File: src/rtl/minterm_scan_if.sv
// Minterm stream: valid/ready handshake carrying one minterm index per transfer.
interface minterm_scan_if;
  logic       m_valid;
  logic       m_ready;
  logic [3:0] m_index;
  logic       m_last;

  modport master (
    output m_valid,
    output m_index,
    output m_last,
    input  m_ready
  );

  modport slave (
    input  m_valid,
    input  m_index,
    input  m_last,
    output m_ready
  );
endinterface

File: src/rtl/minterm_scan.sv
// Truth-table scanner: walks abcd through 0..15, samples y after SETTLE
// cycles per code, then streams the set minterm indices in ascending order.
module minterm_scan #(
  parameter int unsigned SETTLE = 1
) (
  input  logic                  clk,
  input  logic                  rst_n,
  input  logic                  start_i,
  input  logic                  y_i,
  output logic [3:0]            abcd_o,
  output logic                  busy_o,
  output logic [15:0]           mask_o,
  output logic [4:0]            count_o,
  output logic                  done_o,
  minterm_scan_if.master        m
);

  localparam logic [3:0] RELOAD = 4'(SETTLE - 1);

  typedef enum logic [1:0] {IDLE, SCAN, EMIT, FIN} state_t;

  state_t      state_q, state_d;
  logic [3:0]  abcd_q, abcd_d;
  logic [3:0]  settle_q, settle_d;
  logic [15:0] mask_q, mask_d;
  logic [15:0] rem_q, rem_d;
  logic [4:0]  count_q, count_d;
  logic [3:0]  low_idx;
  logic        last_bit;

  // Lowest set bit of the remaining-minterm set (0 when the set is empty).
  always_comb begin
    low_idx = 4'd0;
    for (int b = 15; b >= 0; b--) begin
      if (rem_q[b]) low_idx = 4'(b);
    end
  end

  // Exactly one remaining bit: clearing the lowest set bit leaves nothing.
  assign last_bit = (rem_q != 16'd0) && ((rem_q & (rem_q - 16'd1)) == 16'd0);

  // Next-state and datapath updates for the scan/emit sequence.
  always_comb begin
    state_d  = state_q;
    abcd_d   = abcd_q;
    settle_d = settle_q;
    mask_d   = mask_q;
    rem_d    = rem_q;
    count_d  = count_q;
    case (state_q)
      IDLE: begin
        if (start_i) begin
          state_d  = SCAN;
          abcd_d   = 4'd0;
          settle_d = RELOAD;
          mask_d   = 16'd0;
          count_d  = 5'd0;
        end
      end
      SCAN: begin
        if (settle_q == 4'd0) begin
          mask_d[abcd_q] = y_i;
          if (y_i) count_d = count_q + 5'd1;
          abcd_d   = abcd_q + 4'd1;
          settle_d = RELOAD;
          if (abcd_q == 4'd15) begin
            // The final mask seeds the emit set; an empty table skips EMIT.
            rem_d   = mask_d;
            state_d = (mask_d == 16'd0) ? FIN : EMIT;
          end
        end else begin
          settle_d = settle_q - 4'd1;
        end
      end
      EMIT: begin
        if (m.m_ready) begin
          rem_d = rem_q & (rem_q - 16'd1);
          if (last_bit) state_d = FIN;
        end
      end
      FIN: begin
        state_d = IDLE;
      end
      default: state_d = IDLE;
    endcase
  end

  // State register with asynchronous reset to an idle, empty scanner.
  always_ff @(posedge clk or negedge rst_n) begin
    if (!rst_n) begin
      state_q  <= IDLE;
      abcd_q   <= 4'd0;
      settle_q <= 4'd0;
      mask_q   <= 16'd0;
      rem_q    <= 16'd0;
      count_q  <= 5'd0;
    end else begin
      state_q  <= state_d;
      abcd_q   <= abcd_d;
      settle_q <= settle_d;
      mask_q   <= mask_d;
      rem_q    <= rem_d;
      count_q  <= count_d;
    end
  end

  assign abcd_o    = abcd_q;
  assign mask_o    = mask_q;
  assign count_o   = count_q;
  assign busy_o    = (state_q != IDLE);
  assign done_o    = (state_q == FIN);
  assign m.m_valid = (state_q == EMIT);
  assign m.m_index = low_idx;
  assign m.m_last  = last_bit;

endmodule

File: src/flat_wrapper.sv
// flat-port wrapper written by rule: the top's interface ports become plain ports
module minterm_scan_flat 
#(
  parameter int unsigned SETTLE = 1
)
  (clk, rst_n, start_i, y_i, abcd_o, busy_o, mask_o, count_o, done_o, m_m_valid, m_m_index, m_m_last, m_m_ready);
  minterm_scan_if m_i ();
  input  logic clk;
  input  logic rst_n;
  input  logic start_i;
  input  logic y_i;
  output logic [3:0] abcd_o;
  output logic busy_o;
  output logic [15:0] mask_o;
  output logic [4:0] count_o;
  output logic done_o;
  output wire logic [$bits(m_i.m_valid)-1:0] m_m_valid;
  output wire logic [$bits(m_i.m_index)-1:0] m_m_index;
  output wire logic [$bits(m_i.m_last)-1:0] m_m_last;
  input wire logic [$bits(m_i.m_ready)-1:0] m_m_ready;
  assign m_m_valid = m_i.m_valid;
  assign m_m_index = m_i.m_index;
  assign m_m_last = m_i.m_last;
  assign m_i.m_ready = m_m_ready;
  minterm_scan #(.SETTLE(SETTLE)) u_core (.clk(clk), .rst_n(rst_n), .start_i(start_i), .y_i(y_i), .abcd_o(abcd_o), .busy_o(busy_o), .mask_o(mask_o), .count_o(count_o), .done_o(done_o), .m(m_i));
endmodule
File: config.mk
export PLATFORM = sky130hd
export DESIGN_NAME = minterm_scan_flat
export DESIGN_NICKNAME = d
export VERILOG_FILES = /design/src/rtl/minterm_scan_if.sv /design/src/rtl/minterm_scan.sv /design/src/flat_wrapper.sv
export SDC_FILE = /design/constraint.sdc
export NUM_CORES = 1
export LEC_CHECK = 0
export ABC_AREA = 1
export CELL_PAD_IN_SITES_DETAIL_PLACEMENT = 2
export CELL_PAD_IN_SITES_GLOBAL_PLACEMENT = 2
export CORE_UTILIZATION = 34
export CTS_CLUSTER_DIAMETER = 60
export DETAILED_ROUTE_END_ITERATION = 16
export PLACE_DENSITY = 0.85
export SLEW_MARGIN = 15
export SYNTH_ARGS = -nofsm -noshare
export SYNTH_HDL_FRONTEND = slang
export SYNTH_SLANG_ARGS = --single-unit
File: constraint.sdc
create_clock -name clk -period 3.8 [get_ports clk]
set_input_delay 0.76 -clock clk [delete_from_list [all_inputs] [get_ports clk]]
set_output_delay 0.76 -clock clk [all_outputs]
set_load 0.01 [all_outputs]
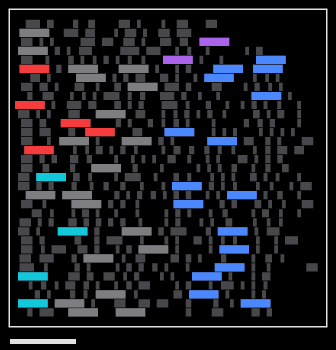
**Above:** sequential cells colored by netlist name.
The bar under the picture is 20 um long.
- u_core.abcd_o: cyan (sequential cells 4; where lower left)
- u_core.state_q: purple (sequential cells 2)
- u_core.rem_q: blue (sequential cells 16)
- u_core.count_o: red (sequential cells 5)
- not colored: 20
combined flip-flop and latch cell area: 0.00118 mm2
share of the final layout cell area in sequential cells: 0.336
share of the core filled with cells in the final layout: 0.421
Flop+latch power: 0.761 mW

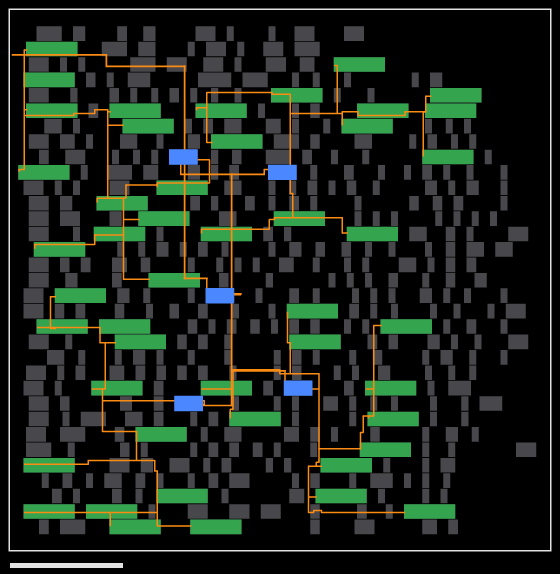
**Above:** clock distribution.
The bar under the picture is 20 um long.
- clock drivers: blue (count 5)
- flip-flops: green (count 47)
- clock wires: orange (length 685 um)
- flops lie: spread over the die
- routed clock nets: 6
Clock net power: 0.293 mW
clock group share of total power: 0.107

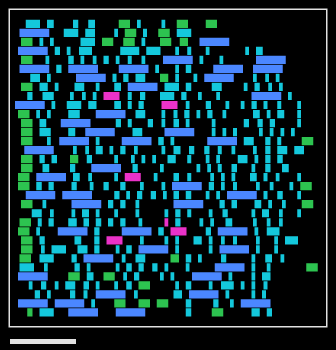
**Above:** cell classes on the final placement.
The bar under the picture is 20 um long.
- clock drivers and dummy loads: magenta (cells 6)
- sequential cells: blue (cells 47)
- remaining buffers and delay cells: green (cells 41)
- combinational and other logic: cyan (cells 342)
Core Footprint: 0.00830 mm2
number of standard-cell rows in the floorplan: 33

==> results_slide.txt <==
Flow Results at a Glance

Critical path
  • Worst setup path startpoint: u_core.rem_q[0]$_DFFE_PN0P_
  • Reg2reg path depth: 8
  • Family with the most delay on the worst path: simple AND/OR/NAND/NOR gates
  • Most used cell, CP: nand2_1
  • Setup CP Type: reg -> out
  • Slowest cell on the critical path: clkdlybuf4s50_1
  • Nature of the critical path startpoint: flop
  • Flop-to-flop setup slack: 1.22 ns
  • Critical-path cell list: nor2_4 > nand2_1 > o21ai_0 > nand2_1 > nor3_1 > nand3_1 > a21oi_1 > clkdlybuf4s50_1
  • Maximum fanout along the worst path: 4
  • Startpoint of the worst register-to-register path: u_core.state_q[0]$_DFFE_PN0P_
  • Worst setup EP type: output port
  • Number of logic stages on the critical path including buffering: 8
  • Delay of the slowest cell on the worst path: 0.55 ns
  • Critical Path AT: approximately 2.5 ns
  • WP buf/inv: 1

Cells and area
  • Layout non-clock buf frac: 0.113
  • Net total in the final layout: approximately 450
  • Area Overhead vs Synth: 18.1%
  • Flip-flops: 47
  • Total of fill cells in the finished design: 997
  • Post-Layout Cell Count: 541
  • Total number of multi-input combinational cells: 291
  • Inverters: 51
  • Post-Layout Inst Area: between 0.003 and 0.004 mm2
  • Antenna diode count: 0
  • Non-clk bufs: between 40 and 50
  • Combinational Area: 0.00153 mm2
  • Count of clock buffers in the final design: 6
  • Clock-cell share: 0.0208
  • Largest cell class by area: combinational gates
  • Share of cells above drive strength 1: 0.0849
  • Most frequent logic cells in the routed design: nand2_1 (93), dfrtp_1 (47), nor2_1 (45)

Routing
  • Drt initial violations: 82
  • Remaining design rule violation count: 0
  • Length of routed wiring on met1: ~4500 um
  • Highest routed metal layer: met4
  • Average detailed-routed wire length per instance: 18.2 um
  • DR vias: 2,924
  • Routed length on met2: ~5000 um
  • Met3 wire length: 262 um
  • Pre-Repair DR Iteration Count: 4
  • Post-DR vias/cell: 5.40
  • Antenna-violating nets left: 0
  • Total wire length: 9860 um

Synthesis
  • Net Count, Synth: roughly 420
  • Post-synth EDFFs: 0
  • Number of cells in Yosys stat: 401
  • Synthesized area per cell: 7.38 um2
  • Most instantiated flip-flop cell in the synthesis netlist: dfrtp_1
  • Ys Warns: 0
  • Registers, synthesis: 47
  • Chip area estimate from yosys synthesis: just under 0.003 mm2
  • Largest area contributor in the netlist: dfrtp_1
  • Share of flip-flops with an asynchronous set or reset after synthesis: 1.00
  • Post-synthesis cell area: 0.00296 mm2
  • Cell with the most instances after synthesis: nand2_1
  • Sequential area share after synthesis: 0.397
  • Synth cell count leaders: nand2_1 (93), dfrtp_1 (47), nor2_1 (45)
  • Share of the synthesized area in the top cell type: 0.397
  • Gate Count Post-Synth: 401
  • Top post-synthesis cells by area: dfrtp_1 (40%), nand2_1 (12%), nor2_1 (5.7%), inv_1 (5.5%), nand3_1 (5.1%)

Clock tree
  • Total clock buffers created by CTS: 5
  • Root Driver: clkbuf_8
  • CTS HTree Levels: 2
  • Clock transition at path regs: 0.09 ns
  • Number of resized instances in the post-cts repair step: 0
  • CTS sink cnt: 47
  • Post-cts hold-fix buffer tally: 0
  • CTS tree: done
  • Post-CTS setup buffers: 0
  • Clock latency at the later pin of the worst-skew pair: 0.30 ns
  • Clock tree buffer depth: 2

Timing
  • Post-route worst hold slack: 0.504 ns
  • Final Hold Violation Tally: 0
  • Final Cycle Share: 0.845
  • Max Fclk: 312 MHz
  • Max-slew violation count: 0
  • Largest clock skew in the final design: 0.00315 ns
  • Unrepaired setup endpoints after global routing: no
  • Max-slew headroom at the worst pin: 0.517
  • Final total negative setup slack: 0 ns
  • Worst Tran Pin Value: approximately 0.72 ns
  • Post-layout worst setup margin: between 0.5 and 0.6 ns
  • Final critical path time including I/O delays and setup: roughly 3.2 ns

Pwr
  • Net Sw Power: between 1 and 1.5 mW
  • Power density normalized to cell area: 787 mW/mm2
  • Power consumed by combinational cells: 1.70 mW
  • Pint: ~1.3 mW
  • Switching share of total power: 0.516
  • Overall power of the completed layout: 2.75 mW
  • Combinational share of power: 0.617
  • Max rail drop VDD: 317 uV
  • Sequential group share of total power: 0.276
  • Static leakage power: 1.63 nW
  • Power group with the largest share: combinational cells

Min path
  • Worst Hold Class: in -> async

Place
  • Placer Congestion: 0.919
  • Dpl cell area: 0.00342 mm2
  • Buffers on Ports: 37
  • Dpl hpwl: between 7000 and 8000 um
  • Pre-CTS WS: 0.912 ns
  • Number of placed instances with taps included: approximately 540

Floorplan
  • Area of the die: 0.00908 mm2
  • Fraction of the core area occupied by cells at floorplan: 0.357
  • N_taps: 105
  • Chip width: 95.3 um
  • Die span in y: ~95 um

Global route
  • Aggregate global-route resource usage: 0.235
  • Maximum number of pins on one net before global-route repair: 33
  • Initial antenna violation count: 0
  • Overflow after GRT: 0
  • Global-route wire length before repair: ~16,000 um
  • Via count of the first global-routing pass: 3,168

Flow run
  • Tally of OpenROAD warnings: 33
  • Number of maximum-capacitance constraint violations: 0

Status
  • Status: completed
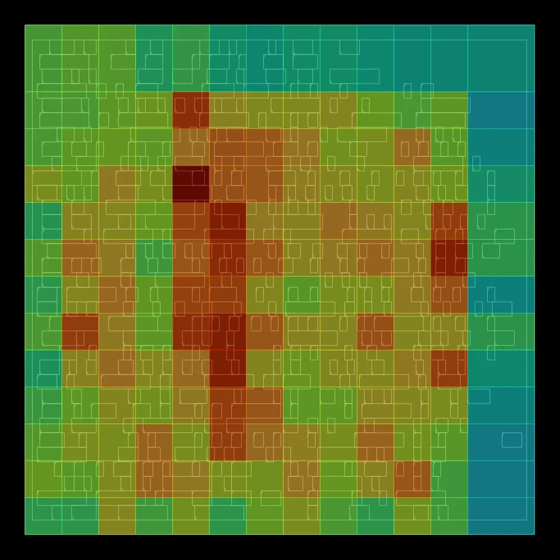
**Above:** routing congestion.
met3 track demand over resource: 0.0287
M1 GR Usage: 0.296
busiest layer in global routing: met2

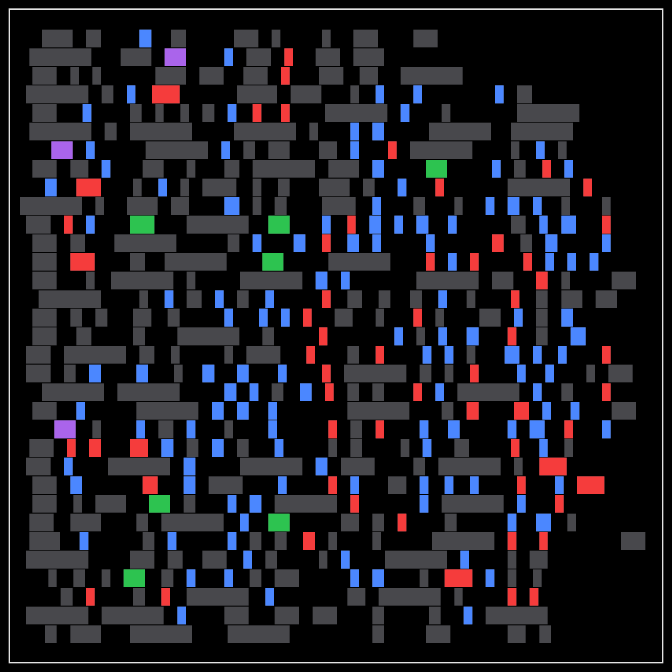
**Above:** gate families picked out.
- xor and xnor cells: purple (cells 3)
- nor cells: red (cells 59)
- non-inverting ao/oa cells: green (cells 7)
- nand cells: blue (cells 129)
Comb/total area: 0.437
most frequent standard cell in the layout excluding fill and tap cells: nand2_1

logic make-up after synthesis:
logic type / synth area share
AND/OR/NAND/NOR: 0.278
AND-OR/OR-AND: 0.184
buffers and inverters: 0.0858
flip-flops: 0.397
adder cells (fa/ha/maj): 0.0465
XOR/XNOR: 0.00888
final timing paths:
check,to
worst max register to register,u_core.rem_q[15]$_DFFE_PN0P_
min in group clk,u_core.settle_q[0]$_DFFE_PN0P_
worst max-delay path,m_m_last
worst min-delay path,u_core.abcd_o[0]$_DFFE_PN0P_
max in group asynchronous,u_core.rem_q[11]$_DFFE_PN0P_
worst min register to register,u_core.settle_q[0]$_DFFE_PN0P_
per-layer routing:
metal	GRT usage	up-vias
met3	0.0287	12
met5	0	-
li1	-	1386
met2	0.423	45
met1	0.296	1481
met4	0.0581	0
Power is estimated from default activity; no workload was simulated.
